==> config.mk <==
export PLATFORM = sky130hd
export DESIGN_NAME = vfaddsub_seq_flat
export DESIGN_NICKNAME = d
export VERILOG_FILES = /design/src/rtl/vfaddsub_if.sv /design/src/rtl/vfaddsub_seq.sv /design/src/flat_wrapper.sv
export SDC_FILE = /design/constraint.sdc
export NUM_CORES = 1
export LEC_CHECK = 0
export ABC_AREA = 1
export CORE_UTILIZATION = 39
export CTS_CLUSTER_DIAMETER = 200
export DETAILED_ROUTE_END_ITERATION = 6
export PLACE_DENSITY = 0.76
export SLEW_MARGIN = 5
export SYNTH_ARGS = -nofsm -noshare
export SYNTH_HDL_FRONTEND = slang
export SYNTH_SLANG_ARGS = --single-unit
==> constraint.sdc <==
create_clock -name clk -period 1.2 [get_ports clk]
set_input_delay 0.24 -clock clk [delete_from_list [all_inputs] [get_ports clk]]
set_output_delay 0.24 -clock clk [all_outputs]
set_load 0.01 [all_outputs]
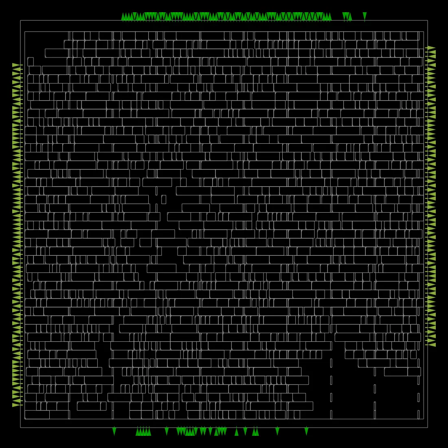
placement.png
CORE AREA: 15,400 µm²
Tap Count: 211
non-filler instance count after layout: 1,495

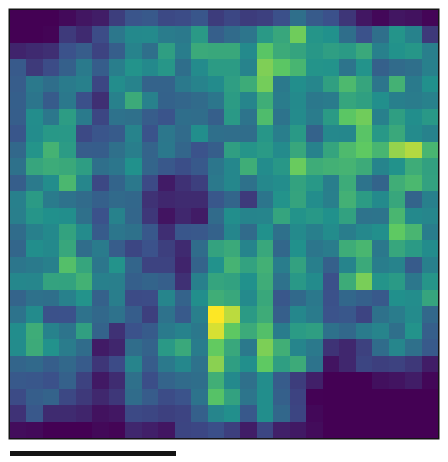
metal_density.png
Bar = 50 µm. The die is cut into 26 by 26 equal tiles; dark purple is low, yellow is high, scaled to the fullest tile. Values are wire area over tile area, all layers added.
tiles over half the peak: 26%
mean over tiles: 0.29
densest ninth of the die: right middle
fullest tile: 0.75
emptiest ninth of the die: bottom right
nearly empty tiles: 5.5%
mean routed wirelength per cell: 18.9 µm
Routed WL: 28,300 µm
total track usage: 28.8%

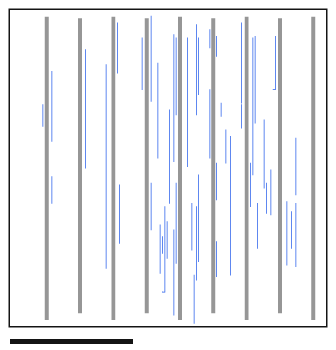
layer_met4.png
Bar = 50 µm. Supply wires on this layer in grey.
nets with wire on the layer: 43
main direction: vertical
share of all routed wire: 4.6%
via count: 7,697

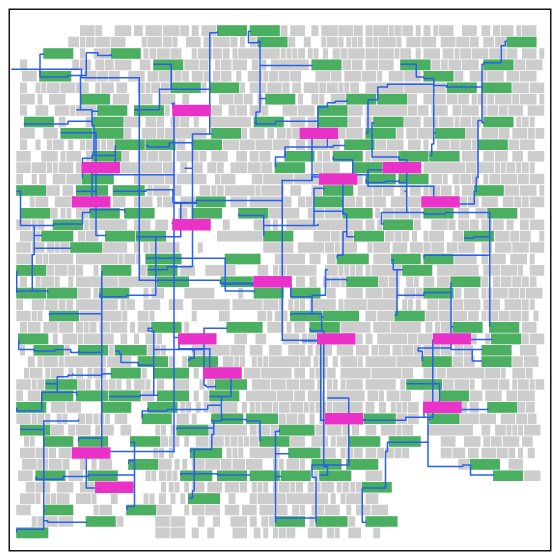
clk_routes.png
[blue] clock wires | length: 2,140 µm
[magenta] clock drivers | count: 17
[green] flip-flops | count: 163
flops lie: spread over the die
routed clock nets: 18
Final Skew: 0.00737 ns
Clk pwr share: 27.0%

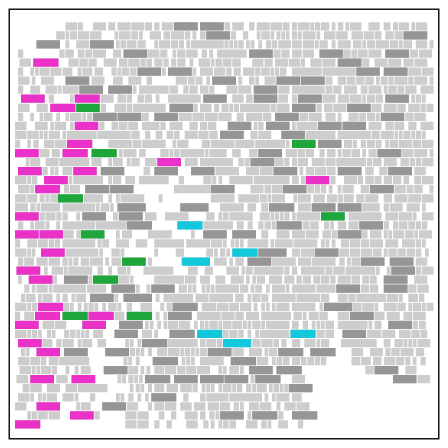
flops_by_reg.png
[cyan] u_core.cnt_q | flops: 6
[magenta] u_core.bus.wr_data | flops: 32 | where: a vertical strip on the left
[green] u_core.bus.wr_addr | flops: 10
Flop+latch power: 6.75 mW
Seq area share: 26.7%

==> results.yml <==
# flow metrics
cells_and_area:
  flops: 163
  largest_class: "buffers"
  sh_comb_area_pct: 30.3
  buffers: 451
  most-common-layout-cells: "nand2_1 (157), buf_4 (149), nor2_1 (124)"
  fill_cells: 899
  logic_gate_count: 613
  nClkBuffers: 23
  lay_top_count: "nand2_1"
route:
  post-route-drc-count: 0
  drtAntennaViolNets: 0
  drt_first_pass_iters: 5
power_and_ir_drop:
  share_comb_of_total_power_pct: 40.8
  p_int_mw: 13.8
  power_leader: "combinational cells"
  power.density_nw_per_um2: 1680
  p_leak_nw: 5.77
  power_mw: 21.0
placement:
  place.gp.congestion: 0.802
sta:
  final.setup.tns_ns: -55.55
  setup_viol: 181
  holdWs_ns: 0.242
  clock.fmax_mhz: 544
  timing.final.ws_setup_ns: -0.640
  worst_pin_slew_ns: 0.355
  slew_violations: 0
clock_tree:
  path_clk_slew_ns: 0.06
  clkSinkCount: 163
logic_synthesis:
  edf_count: 0
  synth_nets: 977
  ys_ff: 163
status:
  status: "finished with violations"
  violations: "negative setup slack"
die:
  die_h_um: 129
  chipWidth_um: 129
  io_pins: 253
worst_setup_path:
  worst_path_most_repeated_cell: "buf_12"
  start_kind: "flip-flop"
global_route:
  grt_pass1_wl_um: 36500
## worst max-delay path: cells and delay by family (launching register included)
family / cells / cell delay [ns]
AND/OR/NAND/NOR: 2 / 0.13
flip-flops: 1 / 0.36
buffers and inverters: 5 / 0.67
## kinds of logic (layout without fill, tap and decap cells)
kind of cell / Yosys count / in the layout / synth area share (%)
xor+xnor: 2 / 2 / 0.280
buf+inv: 82 / 508 / 5.78
compound gates: 159 / 159 / 13.3
simple gates: 448 / 451 / 28.3
flops: 163 / 163 / 52.1
fa+ha+maj: 1 / 1 / 0.200
## per-layer routing
layer,GRT usage [%],wire length [µm],vias up
li1,-,-,3567
met1,31.9,10400,3645
met2,50.9,14300,378
met3,8.36,2300,107
met4,13.6,1310,0
met5,0,0,-
No activity file was given, so power comes from the tool's default toggle rates.
